===== src/rtl/keypad_debounce.sv =====
// keypad_debounce: conditions a raw 4x5 keypad for the calculator core.
// Synchronises the 20 key lines, debounces press and release, rejects chords,
// and emits one single-cycle pulse per accepted press.
// Ports:
//   sys_clk, rst         clock (rising edge), async active-high reset
//   raw_row1..raw_row4   raw key rows, 1 = pressed
//   key_row1..key_row4   one-cycle press pulse, same layout as the raw rows
//   key_valid            one-cycle pulse, coincident with the key_row pulse
//   key_code             index of the last accepted key, (row-1)*5 + col
//   multi_key            high while more than one synced key is pressed
//   busy                 high whenever the FSM is not idle
module keypad_debounce #(
  parameter int unsigned DEBOUNCE_CYCLES = 1000000,
  parameter int unsigned CNT_W           = 20
) (
  input  logic       sys_clk,
  input  logic       rst,
  input  logic [4:0] raw_row1,
  input  logic [4:0] raw_row2,
  input  logic [4:0] raw_row3,
  input  logic [4:0] raw_row4,
  output logic [4:0] key_row1,
  output logic [4:0] key_row2,
  output logic [4:0] key_row3,
  output logic [4:0] key_row4,
  output logic       key_valid,
  output logic [4:0] key_code,
  output logic       multi_key,
  output logic       busy
);

  localparam int unsigned NKEYS = 20;
  localparam int unsigned IDX_W = 5;
  localparam logic [CNT_W-1:0] CNT_LAST = CNT_W'(DEBOUNCE_CYCLES - 1);

  typedef enum logic [1:0] {
    IDLE      = 2'd0,
    DEB_PRESS = 2'd1,
    HELD      = 2'd2,
    REL       = 2'd3
  } state_e;

  state_e             state_q;
  logic [NKEYS-1:0]   raw_flat;
  logic [NKEYS-1:0]   sync1_q;
  logic [NKEYS-1:0]   ks_q;
  logic [CNT_W-1:0]   cnt_q;
  logic [IDX_W-1:0]   idx_q;
  logic [NKEYS-1:0]   kr_q;
  logic               valid_q;
  logic [IDX_W-1:0]   code_q;
  logic               multi_q;
  logic               busy_q;

  logic               ks_multi;
  logic               ks_one;
  logic               ks_zero;
  logic [IDX_W-1:0]   ks_idx;
  logic [NKEYS-1:0]   idx_onehot;

  // Flat key vector: bit (row-1)*5 + col
  assign raw_flat = {raw_row4, raw_row3, raw_row2, raw_row1};

  // Key-set classification; x & (x-1) clears the lowest set bit,
  // so a nonzero remainder means at least two keys are down.
  always_comb begin
    ks_zero    = (ks_q == '0);
    ks_multi   = ((ks_q & (ks_q - NKEYS'(1))) != '0);
    ks_one     = !ks_zero && !ks_multi;
    idx_onehot = NKEYS'(1) << idx_q;
    ks_idx     = '0;
    for (int unsigned i = 0; i < NKEYS; i++) begin
      if (ks_q[i]) ks_idx = IDX_W'(i);
    end
  end

  // Synchroniser, debounce FSM and registered outputs
  always_ff @(posedge sys_clk or posedge rst) begin
    if (rst) begin
      state_q <= IDLE;
      sync1_q <= '0;
      ks_q    <= '0;
      cnt_q   <= '0;
      idx_q   <= '0;
      kr_q    <= '0;
      valid_q <= 1'b0;
      code_q  <= '0;
      multi_q <= 1'b0;
      busy_q  <= 1'b0;
    end else begin
      sync1_q <= raw_flat;
      ks_q    <= sync1_q;
      multi_q <= ks_multi;
      kr_q    <= '0;
      valid_q <= 1'b0;

      case (state_q)
        IDLE: begin
          busy_q <= 1'b0;
          if (ks_one) begin
            idx_q   <= ks_idx;
            cnt_q   <= '0;
            state_q <= DEB_PRESS;
            busy_q  <= 1'b1;
          end
        end

        DEB_PRESS: begin
          busy_q <= 1'b1;
          if (ks_q == idx_onehot) begin
            if (cnt_q == CNT_LAST) begin
              state_q <= HELD;
              code_q  <= idx_q;
              valid_q <= 1'b1;
              kr_q    <= idx_onehot;
            end else begin
              cnt_q <= cnt_q + CNT_W'(1);
            end
          end else begin
            // Bounce, release or chord during the press window: abort silently
            state_q <= IDLE;
            busy_q  <= 1'b0;
          end
        end

        HELD: begin
          busy_q <= 1'b1;
          if (ks_zero) begin
            cnt_q   <= '0;
            state_q <= REL;
          end
        end

        REL: begin
          busy_q <= 1'b1;
          if (ks_zero) begin
            if (cnt_q == CNT_LAST) begin
              state_q <= IDLE;
              busy_q  <= 1'b0;
            end else begin
              cnt_q <= cnt_q + CNT_W'(1);
            end
          end else begin
            // Release bounce: back to held, no new pulse
            state_q <= HELD;
          end
        end

        default: begin
          state_q <= IDLE;
          busy_q  <= 1'b0;
        end
      endcase
    end
  end

  assign key_row1  = kr_q[4:0];
  assign key_row2  = kr_q[9:5];
  assign key_row3  = kr_q[14:10];
  assign key_row4  = kr_q[19:15];
  assign key_valid = valid_q;
  assign key_code  = code_q;
  assign multi_key = multi_q;
  assign busy      = busy_q;

endmodule


===== config.mk =====
export PLATFORM = sky130hd
export DESIGN_NAME = keypad_debounce
export DESIGN_NICKNAME = d
export VERILOG_FILES = /design/src/rtl/keypad_debounce.sv
export SDC_FILE = /design/constraint.sdc
export NUM_CORES = 1
export LEC_CHECK = 0
export CAP_MARGIN = 20
export CORE_MARGIN = 4
export CORE_UTILIZATION = 60
export CTS_BUF_LIST = sky130_fd_sc_hd__clkbuf_2
export CTS_CLUSTER_SIZE = 40
export DETAILED_ROUTE_END_ITERATION = 16
export PLACE_DENSITY = 0.89
export SLEW_MARGIN = 10
export SYNTH_ARGS = -nofsm -noshare
export SYNTH_HDL_FRONTEND = slang
export SYNTH_SLANG_ARGS = --single-unit

===== constraint.sdc =====
create_clock -name sys_clk -period 7.35 [get_ports sys_clk]
set_input_delay 0.735 -clock sys_clk [delete_from_list [all_inputs] [get_ports sys_clk]]
set_output_delay 0.735 -clock sys_clk [all_outputs]
set_load 0.005 [all_outputs]

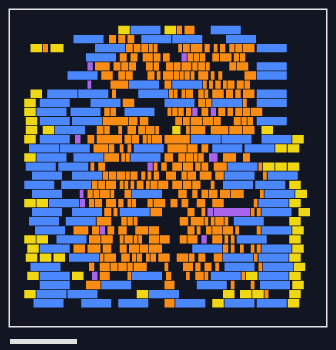
**Above:** cell classes on the final placement.
Bar = 20 um.
Key: all other logic = orange [cells 300, share of their area 40%]; clock drivers and dummy loads = purple [cells 15, share of their area 2.0%]; other buffers and delay cells = yellow [cells 51, share of their area 10%]; flip-flops = blue [cells 95, share of their area 48%]

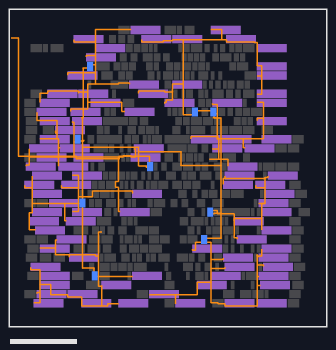
**Above:** clock wires, drivers and flops.
Bar = 20 um.
Key: cells driving clock nets = blue [count 9]; flip-flops = purple [count 95]; clock wires = orange [length 997 um]
Position of the flops: all over the die. There are 10 routed clock nets.

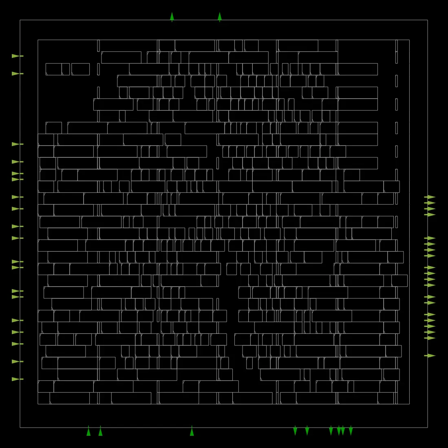
**Above:** cell outlines without signal wires.
FILL cells: 536
non-filler cells, final: 560
core outline area: 7250 um^2
# Taps: 99

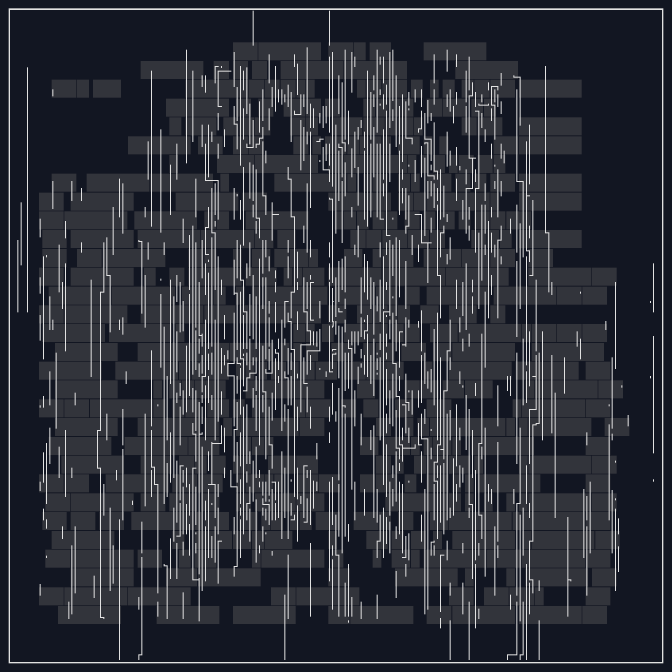
**Above:** met2 routing.
The layer holds 48% of the routed length. The wires run mostly vertical. 412 nets have wire on it. The layer carries 4500 um of wire. The longest straight run is 35.4 um.

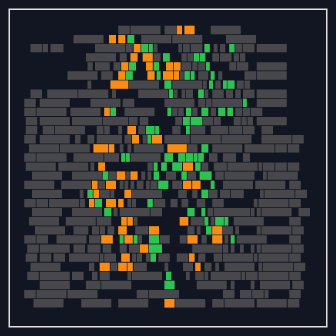
**Above:** gate-type map.
Key: NAND gates = green [cells 72, most used nand2_1]; inverting AOI/OAI gates = orange [cells 54, most used a31oi_1]

==> summary.txt <==
Implementation results are summarized by area below.

Synth
The commonest register cell is sky130_fd_sc_hd__dfrtp_1. The net count entering floorplan is 448. The count of unique library cells instantiated by Yosys is 66. Summed over all instances, the cell type with the most area after synthesis is sky130_fd_sc_hd__dfrtp_1. Counting every instance in the synthesized netlist gives 425. The number of warning messages in the yosys log is 0. The area fraction of the largest cell type after synthesis is 0.531. The most popular library cell in the synthesized design by count is sky130_fd_sc_hd__dfrtp_1. Measured against the total synthesized area, the mux share comes to 0.0176. Per the post-synthesis stats, the area per cell is 10.5 um^2.

Power
Combinational cells consume a total of 0.0414 mW. The power density normalized to cell area is 164 nW/um^2. The leakage power in the latest report is 2.09 nW. The total power consumption of the routed design is 0.829 mW. The combinational fraction of design power is 0.050.

Finish
The fraction of final cell area spent on non-clock buffers in this run is 0.101. The area taken by multi-input logic gates is 1920 um^2. By area, flip-flops and latches come first. 291 cells are multi-input combinational gates.

Leaving out the clock tree, the finished layout contains an inverter count of 9. In the layout the commonest cells are sky130_fd_sc_hd__dfrtp_1, sky130_fd_sc_hd__nor2_1, sky130_fd_sc_hd__clkdlybuf4s50_1. The layout report gives the multi-input gate share of total cell area as 0.379.

For this run, the post-layout net count is 480.

Setup path
The largest delay contributor family on the critical path is simple AND/OR/NAND/NOR gates. The worst setup path is launched from a flip-flop. STA classifies the critical path endpoint as a flip-flop. The top fanout value on the critical path is 20. The cell sequence reported for the critical path is and3b_1, nand3_1, a2111oi_0, nand3b_1, nor4_2, nand2_1, nor2_1. The most critical setup path has its endpoint at kr_q[19]$_DFF_PP0_.

Final timing
The post-route minimum period is 3.42 ns. The relative slew slack is 0.321. Per the final report, max-transition violations number 0.

Setup repair after global routing left no endpoint under its margin. The highest clock rate this design can be run at is 292 MHz.

Run status
The flow ran to the end, and the final reports show no timing, DRC or antenna violations.

Floorplan
At the floorplan stage, the core utilization is reported as 0.617. The chip occupies 8900 um^2.

GRT
For this run the aggregate overflow at the end of global routing stands at 0.

Clock tree
The later pin in the worst-skew pair is clocked with a latency of 0.55 ns. The post-CTS repair timing setup buffer count is 0. The registers of the reported paths see a clock transition of 0.23 ns.

Placement
The tally of buffers added on design ports is 49.

Route
The via count normalized by instance count is 6.34.

Min path
The startpoint of the worst hold path is sync1_q[1]$_DFF_PP0_.
-- metrics by stage --
| step | hold WS [ns] | area [um^2] |
|---|---|---|
| finish | 0.355 | 5070 |
| global route | 0.365 | 5070 |
| CTS | 0.356 | 5060 |
| detailed placement | 0.335 | 4960 |
| global placement | 0.331 | 4960 |
| floorplan | 0.331 | 4480 |
-- routing by layer --
metal	wire length, um	GRT usage
met1	4050	0.320
met2	4500	0.353
met4	282	0.111
met3	646	0.0359
met5	0	0
-- sequential cells by signal, indices dropped and copies added (netlist names) --
register   flops
busy           1
cnt_q         20
idx_q          5
key_code       5
key_valid      1
kr_q          20
ks_q          20
multi_key      1
state_q        2
sync1_q       20
Power is estimated from default activity; no workload was simulated.
